==> config.mk <==
export PLATFORM = sky130hd
export DESIGN_NAME = image_stream_arbiter
export DESIGN_NICKNAME = d
export VERILOG_FILES = /design/src/rtl/image_stream_arbiter.sv
export SDC_FILE = /design/constraint.sdc
export NUM_CORES = 1
export LEC_CHECK = 0
export CORE_MARGIN = 4
export CORE_UTILIZATION = 40
export DETAILED_ROUTE_END_ITERATION = 12
export PLACE_DENSITY = 0.77
export SETUP_SLACK_MARGIN = 0.05
export SLEW_MARGIN = 20
export SYNTH_ARGS = -nofsm -noshare
export SYNTH_HDL_FRONTEND = slang
export SYNTH_SLANG_ARGS = --single-unit
==> constraint.sdc <==
create_clock -name clk -period 4.7 [get_ports clk]
set_clock_uncertainty 0.05 [all_clocks]
set_input_delay 0.47 -clock clk [delete_from_list [all_inputs] [get_ports clk]]
set_output_delay 0.47 -clock clk [all_outputs]
set_load 0.005 [all_outputs]
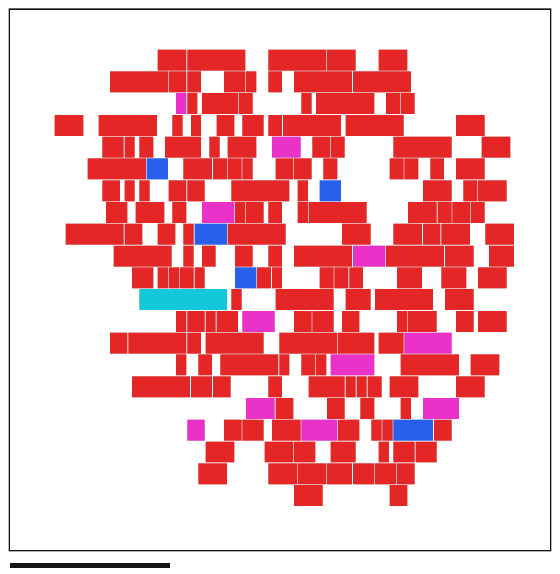
(run_1/sizing.png)
Bar = 20 um.
[x3 and x4] blue | cells: 5 | share: 2.6%
[x2] magenta | cells: 11 | share: 5.8%
[x6 and larger] cyan | cells: 1 | share: 0.52%
[x1 and smaller] red | cells: 174 | share: 91%
post-route cell area: 1760 um2
Synth-to-Final Area Change: 24.7%
Non-clock buffers: 27
setup ws final: 2.16 ns

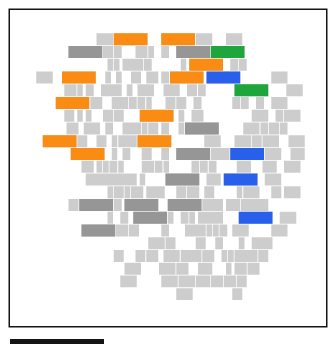
(run_1/ff_map.png)
Bar = 20 um. Other sequential cells in the stronger grey, the rest of the logic in the fainter grey.
[`src_grant`] blue | flops: 4 | where: east
[`beat_cnt`] orange | flops: 10
[`data_out`] green | flops: 2
Layout Utilization: 0.524
sequential share of cell area: 0.295
sequential power: 243 uW

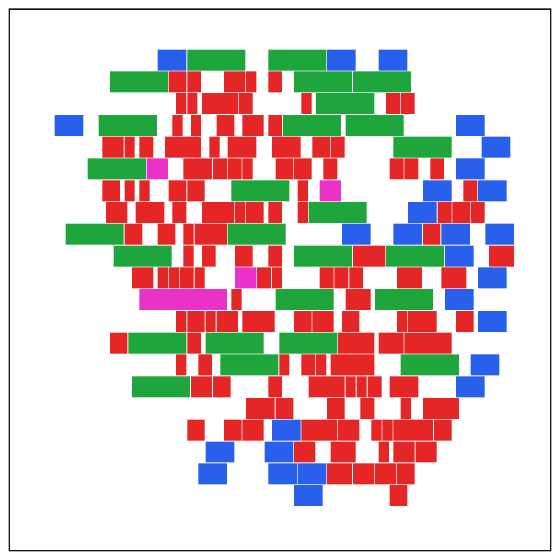
(run_1/class_map.png)
[clock drivers and dummy loads] magenta | cells: 4
[remaining logic cells] red | cells: 134
[registers] green | cells: 26
[remaining buffers and delay cells] blue | cells: 27
num rows: 21
core area: 3360 um2

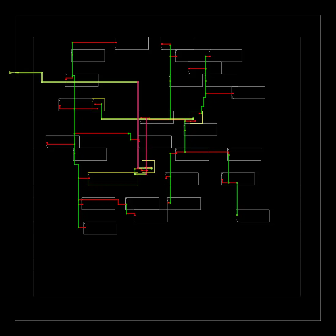
(run_1/clock_nets.png)
Skew-Pair Late Insertion Delay: 0.33 ns
Clk. pwr: 154 uW
Clock Buffer Count: 3
Clock Sinks: 26

==> flow_summary.json, run 1 <==
{
  "status": "completed",
  "drv_slew": 0,
  "yosys-top-cells-count": "26 x dfxtp_1, 15 x nor2_1, 12 x nand2_1, 11 x a21oi_1, 8 x o21ai_0",
  "chipWidth_um": 67.5,
  "period_used_share": 0.540,
  "clk_pin_slew_ns": 0.14,
  "ys_async_sr_fraction": 0,
  "ys_sh_simple": 0.298,
  "io_pins": 32,
  "fp_nets": 189,
  "finalSetupViolations": 0,
  "netlist-cell-type-count": 53,
  "p_switching_uw": 137,
  "pwr_density_cell_nw_per_um2": 296,
  "crit_required_ns": 4.89,
  "cts_tree": "built",
  "p_int_uw": 384,
  "synth_cells": 166,
  "dp.cells": 233,
  "p_leak_nw": 0.663,
  "fin_setup_tns_ns": 0,
  "hold_path_class": "reg -> reg",
  "netlist.area_leader.share": 0.368,
  "slowest_stage": "clkdlybuf4s50_1",
  "globalRouteOverflowTotal": 0,
  "yosys-stat-area_um2": 1410,
  "path_depth": 9,
  "final_cells": 237,
  "drc": 0,
  "fa_ha_area_frac": 0.0354
}
## run 1: layout make-up
| type | instances | share of cell area |
|---|---|---|
| flip-flops and latches | 26 | 0.295 |
| well taps | 46 | 0.0326 |
| repair buffers | 27 | 0.153 |
| clock buffers | 3 | 0.0128 |
| inverters | 6 | 0.0128 |
| multi-input cells | 128 | 0.476 |
| clock inverters | 1 | 0.0170 |
## run 1: cells in the final DEF, fill, tap and decap left out, types with 3 or more instances in the layout
cell type and instances:
clkdlybuf4s50_1 27, dfxtp_1 26, nor2_1 15, nand2_1 12, a21oi_1 11, o21ai_0 8
nor2b_1 7, inv_1 5, o21ai_1 5, a21boi_1 5, nand2b_1 4, nor3b_1 4
nor3_1 4, nand3_1 4, ha_1 4, and2_1 3, nor4_1 3, clkbuf_4 3
## run 1: metal layers
layer | share of wire | wire, um | GRT usage | vias to the layer above
met3 | 0.065 | 185 | 0.0399 | 4
met2 | 0.43 | 1220 | 0.232 | 29
met1 | 0.49 | 1400 | 0.154 | 551
met4 | 0.011 | 31 | 0.0380 | 0
met5 | 0 | 0 | 0 | -
li1 | - | - | - | 652
## run 1: through the flow
step | utilization | hold WS (ns)
floorplan | - | 0.408
global placement | 0.509 | 0.421
detailed placement | 0.509 | 0.431
CTS | 0.524 | 0.449
global route | 0.524 | 0.482
finish | 0.524 | 0.446
## run 1: power by group through the flow
stage                     Clock, mW  Combinational, mW  Sequential [mW]
after floorplan                   0             0.0773            0.248
after global placement            0              0.124            0.248
after detailed placement          0              0.125            0.249
after CTS                     0.159              0.126            0.244
after global routing          0.164              0.138            0.246
final                         0.154              0.124            0.243
## run 1: kinds of logic (layout without fill, tap and decap cells)
| kind of cell | after synthesis | after routing |
|---|---|---|
| AND-OR/OR-AND | 47 | 47 |
| XOR/XNOR | 2 | 2 |
| adder cells (fa/ha/maj) | 4 | 4 |
| buffers and inverters | 12 | 37 |
| flip-flops | 26 | 26 |
| multiplexers | 2 | 2 |
| AND/OR/NAND/NOR | 73 | 73 |
## run 1: worst min-delay path: stages (launching register included)
cell	delay (ns)
dfxtp_1	0.35
nand2b_1	0.07
a21boi_1	0.05
==> run_1/clock_wires.png <==
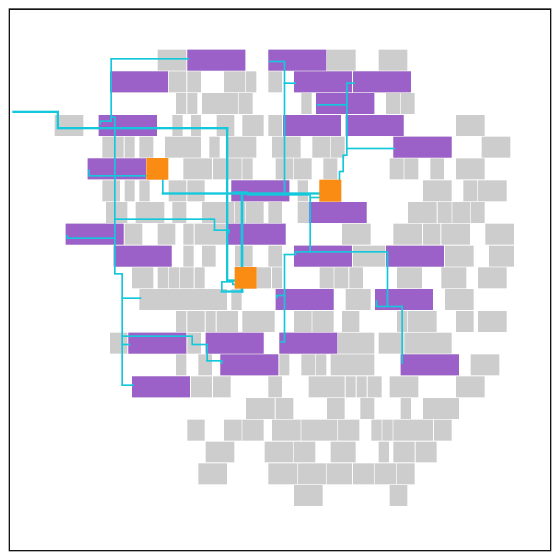

==> run 1 -> run 2 <==
==> constraint.sdc (replaced) <==
create_clock -name clk -period 2.4 [get_ports clk]
set_clock_uncertainty 0.05 [all_clocks]
set_input_delay 0.24 -clock clk [delete_from_list [all_inputs] [get_ports clk]]
set_output_delay 0.24 -clock clk [all_outputs]
set_load 0.005 [all_outputs]
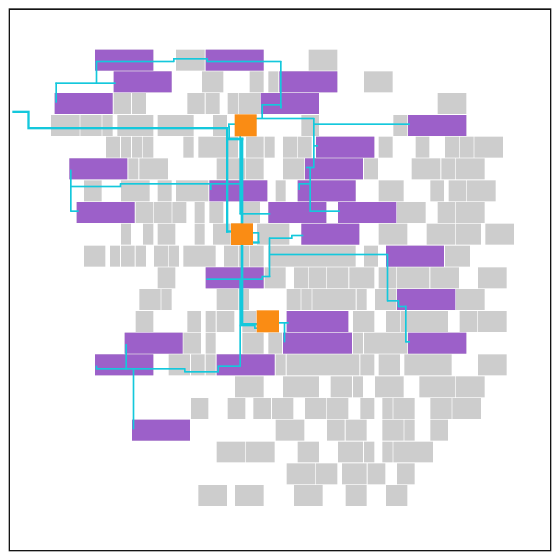
(run_2/clock_wires.png)
[clock wires] cyan | length: 301 um
[clock-net drivers] orange | count: 3
[flip-flops] purple | count: 26
routed clock nets: 4
clock share of power: 0.282
Clk. pwr: 303 uW

==> run 2 against run 1 <==
  * Synthesized cell count stayed put
  * Final cell count is 4.6% higher
  * Design area increased by 6.2%
  * Via count is 5.0% higher
  * Critical path depth rose by 1
  * Routed wire length is 12% higher
  * Worst setup slack got worse by 2.0 ns
  * Register-to-register slack got worse by 2.1 ns
  * Critical endpoint is now src_grant[1]$_SDFFE_PN0P_
  * Largest cell class unchanged
==> flow_summary.json, run 2 <==
{
  "mostFrequentLayoutCells": "27 x clkdlybuf4s50_1, 24 x dfxtp_1, 15 x nor2_1",
  "drt-vias-per-instance": 5.23,
  "crit_required_ns": 2.58,
  "final_common_cell": "clkdlybuf4s50_1",
  "chipWidth_um": 67.5,
  "period_used_share": 0.934,
  "p_leak_nw": 0.715,
  "io_pins": 32,
  "worst_r2r_path_depth": 10,
  "fin_util": 0.557,
  "worst_slack_ns": 0.159,
  "clock_latency_ns": 0.33,
  "yosys-top-cells-count": "26 x dfxtp_1, 15 x nor2_1, 12 x nand2_1, 11 x a21oi_1, 8 x o21ai_0",
  "hold_buffers": 0,
  "cts_tree": "built",
  "cts_max_path_buffers": 2,
  "status": "completed",
  "rows": 21,
  "drv_slew": 0,
  "hold_path_class": "reg -> reg",
  "clk_pin_slew_ns": 0.13,
  "edf_count": 0,
  "globalRouteOverflowTotal": 0,
  "slowest_stage": "dfxtp_4",
  "synth_cells": 166,
  "finalSetupViolations": 0,
  "netlist-cell-type-count": 53,
  "drc": 0,
  "ys_async_sr_fraction": 0,
  "syn_to_final_growth_pct": 32.5,
  "path_depth": 10,
  "fin_setup_tns_ns": 0,
  "fp_nets": 189,
  "ir_worst_vdd_uv": 210,
  "yosys-stat-area_um2": 1410,
  "pwr_density_cell_nw_per_um2": 573,
  "netlist.area_leader.share": 0.368,
  "cts_sinks": 26
}
==> run 2: what timing repair did <==
item                                    CTS  global route
resized                                   3             4
endpoints found under the setup margin    2             5
pin swaps                                 0             1
setup buffers                             0             1
==> run 2: final cells by class <==
cell class | instances | area [um2]
well taps | 46 | 57.6
clock buffers | 3 | 22.5
multi-input cells | 128 | 862
fillers | 323 | 1490
repair buffers | 38 | 353
inverters | 6 | 22.5
clock inverters | 1 | 30.0
flip-flops and latches | 26 | 526
==> run 2: worst register-to-register path, stage by stage, from the launching register on <==
cell	delay [ns]
dfxtp_4	0.39
ha_4	0.26
and3b_1	0.16
a211o_1	0.25
nor2_1	0.11
a21oi_1	0.06
ha_2	0.21
xor2_2	0.15
xnor2_2	0.16
buf_4	0.16
a22o_1	0.20
==> run 2: report_power, final <==
part | internal, mW | switching, mW | leakage (nW)
logic | 0.161 | 0.129 | 0.476
registers | 0.458 | 0.0231 | 0.211
clock network | 0.169 | 0.134 | 0.0279
==> run 2: logic make-up (layout without fill, tap and decap cells) <==
logic type,Yosys count,count (layout),share of synthesized area
and+or+nand+nor,73,73,0.298
xor gates and xnor gates,2,2,0.0177
AOI/OAI and AO/OA,47,47,0.228
buffers and inverters,12,48,0.0380
muxes,2,2,0.0142
DFF,26,26,0.368
adders and majority gates,4,4,0.0354
==> run 2: metrics by stage <==
| step | cells | area (um2) |
|---|---|---|
| 5_1_grt | 248 | 1870 |
| 6_report | 248 | 1870 |
| 3_5_place_dp | 243 | 1790 |
| 3_3_place_gp | 243 | 1790 |
| 4_1_cts | 247 | 1860 |
| 2_1_floorplan | 166 | 1410 |
==> run 2: layer usage <==
layer  vias to the layer above  track usage  part of all wire
met5                         -            0                 0
li1                        676            -                 -
met1                       596        0.170              0.46
met2                        21        0.258              0.48
met4                         0       0.0430             0.011
met3                         5       0.0283             0.043
Power and IR drop assume default switching activity.
